--- config.mk ---
export PLATFORM = sky130hd
export DESIGN_NAME = control_unit
export DESIGN_NICKNAME = d
export VERILOG_FILES = /design/src/rtl/control_unit.sv
export SDC_FILE = /design/constraint.sdc
export NUM_CORES = 1
export LEC_CHECK = 0
export ABC_AREA = 1
export ABC_CLOCK_PERIOD_IN_PS = 1400
export CAP_MARGIN = 30
export CORE_MARGIN = 8
export CORE_UTILIZATION = 27
export CTS_CLUSTER_DIAMETER = 100
export CTS_CLUSTER_SIZE = 10
export DETAILED_ROUTE_END_ITERATION = 16
export PLACE_DENSITY = 0.85
export SLEW_MARGIN = 10
export SYNTH_ARGS = -nofsm -noshare
export SYNTH_HDL_FRONTEND = slang
export SYNTH_SLANG_ARGS = --single-unit
--- constraint.sdc ---
create_clock -name clock -period 1.4 [get_ports clock]
set_input_delay 0.28 -clock clock [delete_from_list [all_inputs] [get_ports clock]]
set_output_delay 0.28 -clock clock [all_outputs]
set_load 0.02 [all_outputs]
--- src/rtl/control_unit.sv ---
// Hardwired Moore control sequencer for a 32-bit single-bus datapath.
// Fetch T0..T2, opcode-dependent execute T3..T7, HALT until clear.
module control_unit (
    input  logic        clock,
    input  logic        clear,
    input  logic [31:0] IR,
    input  logic        ConOut,
    output logic        HiIn,
    output logic        LoIn,
    output logic        ZIn,
    output logic        PCIn,
    output logic        MDRIn,
    output logic        MARIn,
    output logic        YIn,
    output logic        OPortIn,
    output logic        IRIn,
    output logic        HiOut,
    output logic        LoOut,
    output logic        ZHiOut,
    output logic        ZLoOut,
    output logic        PCOut,
    output logic        MDROut,
    output logic        IPortOut,
    output logic        COut,
    output logic        Gra,
    output logic        Grb,
    output logic        Grc,
    output logic        RIn,
    output logic        ROut,
    output logic        BAOut,
    output logic        Conin,
    output logic        memread,
    output logic        memwrite,
    output logic [4:0]  ALUCode,
    output logic        run
);

    localparam logic [4:0] OP_LD   = 5'b00000;
    localparam logic [4:0] OP_ST   = 5'b00010;
    localparam logic [4:0] OP_ADD  = 5'b00011;
    localparam logic [4:0] OP_SUB  = 5'b00100;
    localparam logic [4:0] OP_AND  = 5'b00101;
    localparam logic [4:0] OP_OR   = 5'b00110;
    localparam logic [4:0] OP_ADDI = 5'b01100;
    localparam logic [4:0] OP_BR   = 5'b10011;
    localparam logic [4:0] OP_JR   = 5'b10100;
    localparam logic [4:0] OP_JAL  = 5'b10101;
    localparam logic [4:0] OP_HALT = 5'b11011;

    localparam logic [4:0] ALU_ADD = 5'b00011;
    localparam logic [4:0] ALU_INC = 5'b11111;

    typedef enum logic [3:0] {
        S_RST, S_T0, S_T1, S_T2, S_T3, S_T4, S_T5, S_T6, S_T7, S_HALT
    } state_t;

    state_t     r_state;
    logic [4:0] w_op;
    logic       w_alu;
    logic       w_mem;
    logic       w_unused;

    assign w_op     = IR[31:27];
    assign w_alu    = (w_op == OP_ADD) || (w_op == OP_SUB) ||
                      (w_op == OP_AND) || (w_op == OP_OR);
    assign w_mem    = (w_op == OP_LD) || (w_op == OP_ST);
    assign w_unused = ^IR[26:0];

    always_ff @(posedge clock or posedge clear) begin
        if (clear) begin
            r_state <= S_RST;
        end else begin
            case (r_state)
                S_RST: r_state <= S_T0;
                S_T0:  r_state <= S_T1;
                S_T1:  r_state <= S_T2;
                S_T2:  r_state <= S_T3;
                S_T3: begin
                    if (w_op == OP_HALT)
                        r_state <= S_HALT;
                    else if (w_alu || w_mem || (w_op == OP_ADDI) ||
                             (w_op == OP_BR) || (w_op == OP_JAL))
                        r_state <= S_T4;
                    else
                        r_state <= S_T0;
                end
                S_T4:  r_state <= (w_op == OP_JAL) ? S_T0 : S_T5;
                S_T5:  r_state <= (w_alu || (w_op == OP_ADDI)) ? S_T0 : S_T6;
                S_T6:  r_state <= (w_op == OP_BR) ? S_T0 : S_T7;
                S_T7:  r_state <= S_T0;
                S_HALT: r_state <= S_HALT;
                default: r_state <= S_RST;
            endcase
        end
    end

    // Outputs decode from state and the live IR: IR is loaded on the T2->T3
    // edge, so a registered T3 decode would still see the previous opcode.
    always_comb begin
        HiIn = 1'b0;  LoIn = 1'b0;  ZIn = 1'b0;  PCIn = 1'b0;  MDRIn = 1'b0;
        MARIn = 1'b0; YIn = 1'b0;   OPortIn = 1'b0; IRIn = 1'b0;
        HiOut = 1'b0; LoOut = 1'b0; ZHiOut = 1'b0; ZLoOut = 1'b0;
        PCOut = 1'b0; MDROut = 1'b0; IPortOut = 1'b0; COut = 1'b0;
        Gra = 1'b0;   Grb = 1'b0;   Grc = 1'b0;  RIn = 1'b0;  ROut = 1'b0;
        BAOut = 1'b0; Conin = 1'b0; memread = 1'b0; memwrite = 1'b0;
        ALUCode = '0;
        run = (r_state != S_RST) && (r_state != S_HALT);

        case (r_state)
            S_T0: begin
                PCOut = 1'b1; MARIn = 1'b1; ZIn = 1'b1; ALUCode = ALU_INC;
            end
            S_T1: begin
                ZLoOut = 1'b1; PCIn = 1'b1; memread = 1'b1; MDRIn = 1'b1;
            end
            S_T2: begin
                MDROut = 1'b1; IRIn = 1'b1;
            end
            S_T3: begin
                if (w_alu || (w_op == OP_ADDI)) begin
                    Grb = 1'b1; ROut = 1'b1; YIn = 1'b1;
                end else if (w_mem) begin
                    Grb = 1'b1; BAOut = 1'b1; YIn = 1'b1;
                end else if (w_op == OP_BR) begin
                    Gra = 1'b1; ROut = 1'b1; Conin = 1'b1;
                end else if (w_op == OP_JR) begin
                    Gra = 1'b1; ROut = 1'b1; PCIn = 1'b1;
                end else if (w_op == OP_JAL) begin
                    PCOut = 1'b1; Grb = 1'b1; RIn = 1'b1;
                end
            end
            S_T4: begin
                if (w_alu) begin
                    Grc = 1'b1; ROut = 1'b1; ZIn = 1'b1; ALUCode = w_op;
                end else if (w_mem || (w_op == OP_ADDI)) begin
                    COut = 1'b1; ZIn = 1'b1; ALUCode = ALU_ADD;
                end else if (w_op == OP_BR) begin
                    PCOut = 1'b1; YIn = 1'b1;
                end else if (w_op == OP_JAL) begin
                    Gra = 1'b1; ROut = 1'b1; PCIn = 1'b1;
                end
            end
            S_T5: begin
                if (w_alu || (w_op == OP_ADDI)) begin
                    ZLoOut = 1'b1; Gra = 1'b1; RIn = 1'b1;
                end else if (w_mem) begin
                    ZLoOut = 1'b1; MARIn = 1'b1;
                end else if (w_op == OP_BR) begin
                    COut = 1'b1; ZIn = 1'b1; ALUCode = ALU_ADD;
                end
            end
            S_T6: begin
                if (w_op == OP_LD) begin
                    memread = 1'b1; MDRIn = 1'b1;
                end else if (w_op == OP_ST) begin
                    Gra = 1'b1; ROut = 1'b1; MDRIn = 1'b1;
                end else if ((w_op == OP_BR) && ConOut) begin
                    ZLoOut = 1'b1; PCIn = 1'b1;
                end
            end
            S_T7: begin
                if (w_op == OP_LD) begin
                    MDROut = 1'b1; Gra = 1'b1; RIn = 1'b1;
                end else if (w_op == OP_ST) begin
                    memwrite = 1'b1;
                end
            end
            default: ;
        endcase
    end

endmodule

**Wiring heat map**

The die is cut into 14 by 14 equal tiles; white is low, dark blue is high, scaled to the fullest tile. Values are wire area over tile area, all layers added.
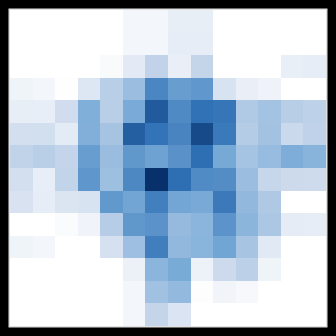
The fullest tile reaches 0.52. 33% of the tiles are nearly empty. 17% of the tiles are over half the peak.
wire length after detailed routing: 3411 µm
DR vias: 1155
overall routing resource usage: 15.01%
wire per inst: 13.98 µm

**Routing congestion**

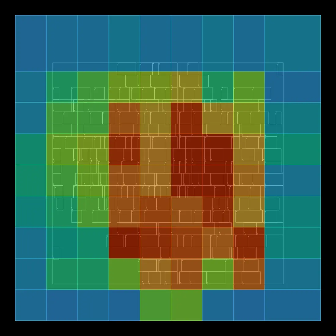
fraction of met3 tracks used by global routing: 2.483%
routing layer with the top usage in global route: met2
share of the core filled with cells in the final layout: 67.57%
M2 GR Usage: 27.81%
GR met1 Demand/Resource: 15.88%

==> run summary <==
The layout was made with Yosys and OpenROAD.

The run finished, with violations left. The checks that failed: negative setup slack. The number of max-cap violations is 0. The synthesized instance count is 129.

For the final routed database, the setup TNS stands at -9.890 ns. Per the cell usage report, the commonest logic cell in the layout is sky130_fd_sc_hd__buf_4. The final weighted congestion in routability-driven placement is between 0.9 and 1.

Entering global routing, the biggest net connects 7 pins. TritonCTS built the clock tree. Per the placement log, port buffering inserted 32 buffers. After legalization and detailed placement, the total HPWL measured between 2000 and 2500 µm. The flip-flop and latch power is about 0.25 mW. The clock transition at the registers of the reported paths is around 0.040 ns. The pre-placement core utilization is 28.78%. The sequential fraction of design power is under 10%. The family of cells with the greatest summed delay on the critical path is simple AND/OR/NAND/NOR gates. At the worst endpoint, the arrival time is around 1.6 ns. Logged for this run, the post-placement worst setup slack is -1.080 ns. For this run, the script counts the antenna cells in the layout as 0.

The first global-routing pass estimated 5402 µm of wire. The floorplan has 18 rows. For this run, the detailed router's first-pass iteration total came to 4. The dominant power group in this design is combinational cells.

The flip-flop count of the largest register, all copies and words added is 4. The worst setup path is launched from a register. The I/O pin total is about 67. The final worst setup slack is -0.4962 ns. Of the cells placed in the final design, the portion with a size suffix greater than 1 is 67.29%. A synthesized cell averages 5.577 µm². The maximum net fanout on the critical path is 4. After synthesis the cells add up to roughly 720 µm². Combinational cells consume a total of between 2 and 2.5 mW. Per the OpenROAD floorplan log, the width of the die is between 60 and 70 µm. Per the cell usage report, the commonest logic cells after layout are sky130_fd_sc_hd__buf_4 (51), sky130_fd_sc_hd__buf_6 (25), sky130_fd_sc_hd__nand2_1 (23). The number of global-route vias before repair is between 1000 and 1500.

In the routed layout, each cell is associated on average with a via count of roughly 4.7. The slack of the worst reg-to-reg path is -0.12 ns. The core region is about 0.0025 mm². The final layout net count is about 250. The CTS buffer count is 3. The internal power summed over all cells is 1.422 mW. Counting tap cells, the placed design contains a total of between 200 and 250 instances. The leakage power is 0.9352 nW. Power attributed to the clock group is 0.147 mW. Derived from the worst setup path, the maximum achievable clock frequency is roughly 530 MHz. The clock network is responsible for 5.1% of the overall power. The critical path contains buffers and inverters numbering 3 combined. According to the timing report, the data required time at the worst endpoint equals ~1.1 ns. Per the STA report, the cell with the highest stage delay on the worst path is sky130_fd_sc_hd__dfrtp_2.

The longest individual stage delay on the worst path is ~0.43 ns. The final-report hold violation count is 0. The total placed instance area is about 0.0014 mm². The cell count of the worst reg-to-reg path is 10. The largest registers in the layout are r_state: 4 flops. Per the OpenROAD power report, switching power amounts to roughly 1.4 mW. The number of setup violations in the final report is 27.

The DRC violation total left in the routed layout is recorded as 0. The final cell area excluding filler cells is 0.001689 mm². The sequential area share after synthesis is 13.91%. The count of H-tree levels built during CTS is 1.

The warning count from the yosys run is 0. The setup path with the least slack is of type reg -> out. The overall overflow remaining after global route is 0.

The post-route clock period utilization is 135.4%. Per the timing report, the most critical flop-to-flop path originates at r_state[1]. Combinational cells account for around 86% of the total power.

Setup repair after global routing could not meet its margin everywhere. The number of antenna violations at the first check in global routing is 0. The clock period minus final worst setup slack is around 1.9 ns. For this design, the CTS-stage hold fixing added 0 buffers. CTS placed an instance of sky130_fd_sc_hd__clkbuf_4 at the clock tree root.

The type of the worst min-delay path is in -> async. After synthesis, the netlist uses 23 different library cells. At the later pin of the worst-skew pair, clock insertion delay measures between 0.2 and 0.25 ns. Final hold analysis gives a worst-case slack of between 0.2 and 0.25 ns.

The cell sequence reported for the critical path is inv_2, nand2_4, nor3_4, buf_4, a31oi_2, nand3_1, buf_6. For this design, Yosys synthesis ends with a cell count of approximately 130. The chip occupies about 0.0046 mm².

The report lists the power per cell area as ~1700 mW/mm². The maximum vdd drop is approximately 1.2 mV. The final max-slew violation count recorded for this run is 0.

STA classifies the critical path endpoint as an output pin. Net switching is roughly 50% of the power. The detailed router finished its first iteration with 39 violations.

Once layout is complete, the cells apart from fillers number 244. According to the floorplan report, the die height is 67.62 µm. According to the CTS report, the clock sink count is 4. Per the run report, area growth between synthesis and finish was 134.8%.

The worst setup skew after layout is slightly below 0.005 ns. Looking at the clock tree report, the maximum root-to-sink buffer count equals 2. The register name with the most flops is r_state. The chip area estimate from yosys synthesis is just over 700 µm². The final power report lists total power as 2.859 mW. The synthesis stat section lists a flop and latch total of 4.

Once detail routing completed, the nets flagged for antenna violations numbered 0. The capture point of the worst register-to-register path is recorded as r_state[3]. The number of logged tool warnings is between 50 and 60.
[final cells by class]
cell class | count | area, µm²
Inverter | 25 | 103.9
Tap cell | 30 | 37.54
Fill cell | 206 | 810.8
Sequential cell | 4 | 102.6
Multi-Input combinational cell | 99 | 709.4
Clock buffer | 3 | 22.52
Timing Repair Buffer | 83 | 713.2
[repair_timing]
| action | in CTS | in global routing |
|---|---|---|
| setup buffers | 11 | 3 |
| pin swaps | 15 | 6 |
| gates resized | 182 | 30 |
| endpoints found under the setup margin | 29 | 29 |
| gates cloned | 0 | 0 |
[layer usage]
layer	share of wire, %	track usage (%)	routed length (µm)
met1	37	15.88	1260
met2	55	27.81	1864
met3	5.9	2.483	202
met4	2.4	7.572	83
met5	0	0	0
[worst max path at each step]
stage / start / to / slack [ns] / cells past startpoint
after floorplan: r_state[0] / ALUCode[0] / -0.14 / 8
after detailed placement: IR[29] / ROut / -1.08 / 10
final: r_state[3] / PCIn / -0.50 / 7
after CTS: r_state[1] / ALUCode[2] / -0.47 / 9
after global routing: r_state[3] / PCIn / -0.56 / 7
after global placement: IR[30] / ROut / -1.05 / 10
[synth_stat cells, drive strengths merged]
cell type  number  area, µm²
conb            1      3.750
inv            25      93.84
nand4           5      31.28
buf             7      52.55
nor3b           1      7.510
o21ai           7      46.29
a31oi           2      12.51
nand3          11      55.05
a21oi           5      28.78
nand2          38      147.6
or2             1      6.260
dfrtp           4      100.1
nor2           16      93.84
nor3            6      40.04
[kinds of logic after synthesis]
family          Yosys count  synth area share (%)
simple gates             78                 53.04
compound gates           14                 12.17
buf+inv                  32                 20.35
flops                     4                 13.91
other cells               1                0.5212
Power is estimated from default activity; no workload was simulated.
